Fig. 1: metal 3
The bar under the picture is 50 um long.
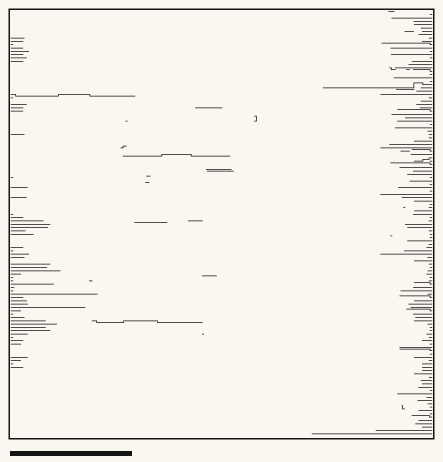
Fig. 2: placed cells, one color a class
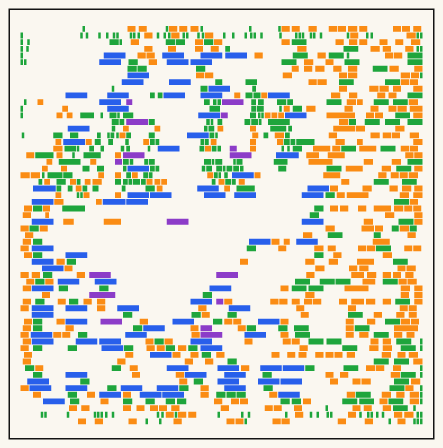
Fig. 3: sequential cells colored by netlist name
The bar under the picture is 50 um long.
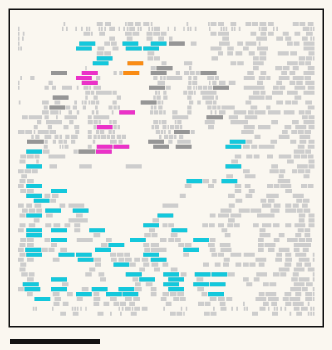
Fig. 4: cell placement
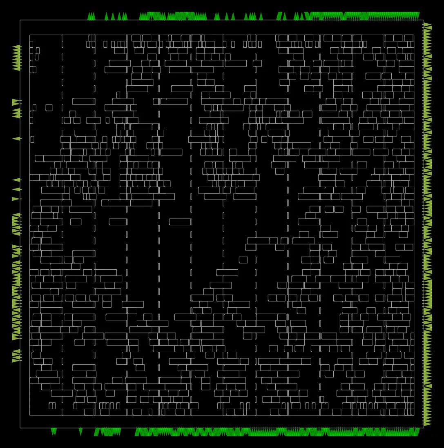
Fig. 5: cell density map
The die is cut into 17 by 18 equal tiles; white is low, dark blue is high, 0 to 100% covered.
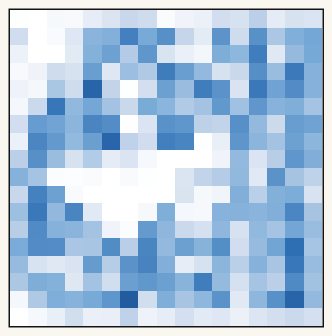
==> config.mk <==
export PLATFORM = sky130hd
export DESIGN_NAME = dp_fifo_arbiter
export DESIGN_NICKNAME = d
export VERILOG_FILES = /design/src/rtl/dp_fifo_arbiter.sv
export SDC_FILE = /design/constraint.sdc
export NUM_CORES = 1
export LEC_CHECK = 0
export CAP_MARGIN = 10
export CORE_AREA = 4 4 169 171
export DETAILED_ROUTE_END_ITERATION = 16
export DIE_AREA = 0 0 173 175
export PLACE_DENSITY_LB_ADDON = 0.08
export SLEW_MARGIN = 25
export SYNTH_ARGS = -nofsm -noshare
export SYNTH_HDL_FRONTEND = slang
export SYNTH_SLANG_ARGS = --single-unit
==> constraint.sdc <==
create_clock -name clk -period 2.2 [get_ports clk]
set_input_delay 0.55 -clock clk [delete_from_list [all_inputs] [get_ports clk]]
set_output_delay 0.55 -clock clk [all_outputs]
set_load 0.02 [all_outputs]
==> run notes <==
Dividing total power by cell area gives a power density of 604 nW/um^2. The post-synthesis instance area was 5290 um^2. The portion of the post-synthesis area used by sequential elements was 43.1%. The worst setup path is captured at an output pin.

The count of inverters not on the clock network in the layout is 11, and the footprint of the multi-input gates is 3180 um^2. Per the detail_route report, vias per standard cell equal 4.16. The checks that failed: setup timing. Most area-hungry cell type in the Yosys netlist: sky130_fd_sc_hd__dfrtp_1.

Combinational family with the most area after synthesis: AND-OR/OR-AND gates. The run gives -650 ps as the worst path setup slack after routing. The critical path contains buffers and inverters numbering 4 combined.

Clock-pin slew was measured on the worst setup and hold paths at 70 ps. The commonest non-fill, non-tap cell in the layout is sky130_fd_sc_hd__clkdlybuf4s50_1. Of the total synthesized cell area, the portion taken by AND-OR and OR-AND cells is 17.0%.

Detailed placement ended at an HPWL of 19300 um. Per the cell usage report, the commonest logic cells after layout are sky130_fd_sc_hd__clkdlybuf4s50_1, sky130_fd_sc_hd__conb_1, sky130_fd_sc_hd__dfrtp_1. Per the placement log, port buffering inserted 337 buffers.

Per the finish-stage timing summary, setup violations number 68. The flow ran to the end, but the final reports show violations. As reported, the later end of the worst-skew pair has a clock insertion delay of 350 ps. The number of diodes added for antenna fixing came out at 2. Per the OpenROAD floorplan log, the area of the die is 30300 um^2. The H-tree generated during clock tree synthesis spans 3 levels.
Notes on Fig. 1 above:
longest straight run = 49.0 um
share of all routed wire = 6.6%
wire length on this layer = 1580 um
main direction = horizontal
nets with wire on the layer = 196
total wire length after detailed routing: 23900 um
met3 Track Usage GR: 4.54%
number of vias in the routed layout: 5109

Notes on Fig. 2 above:
green -> remaining logic cells  # cells 363, share of their area 32%
blue -> registers  # cells 91, share of their area 22%
purple -> clock drivers and dummy loads  # cells 16, share of their area 3.1%
orange -> remaining buffers and delay cells  # cells 416, share of their area 43%
placeable core region: 26900 um^2
number of placement rows: 60
post-route cell area: 10600 um^2
sequential fraction of total cell area: 21.5%

Notes on Fig. 3 above:
cyan -> `rd_data`  # placed flops 64
magenta -> `u_rd_arb.bcnt`  # placed flops 8
orange -> `rd_valid`  # placed flops 2
not colored = 17
sequential power: 2.10 mW
final core utilization: 39.4%
total area of sequential cells: 2280 um^2

Notes on Fig. 4 above:
tap cell count: 341
Filler Cells Inserted: 2597
flop count: 91
post-route non-filler standard cell count: 1229

Notes on Fig. 5 above:
fullest tile = 82%
mean over tiles = 34%
tiles over 75% full = 1.3%
nearly empty tiles = 7.8%
emptiest ninth of the die = center
floorplan-stage core utilization: 19.7%

Power figures rest on the tool's default switching activity, not on a simulated workload.
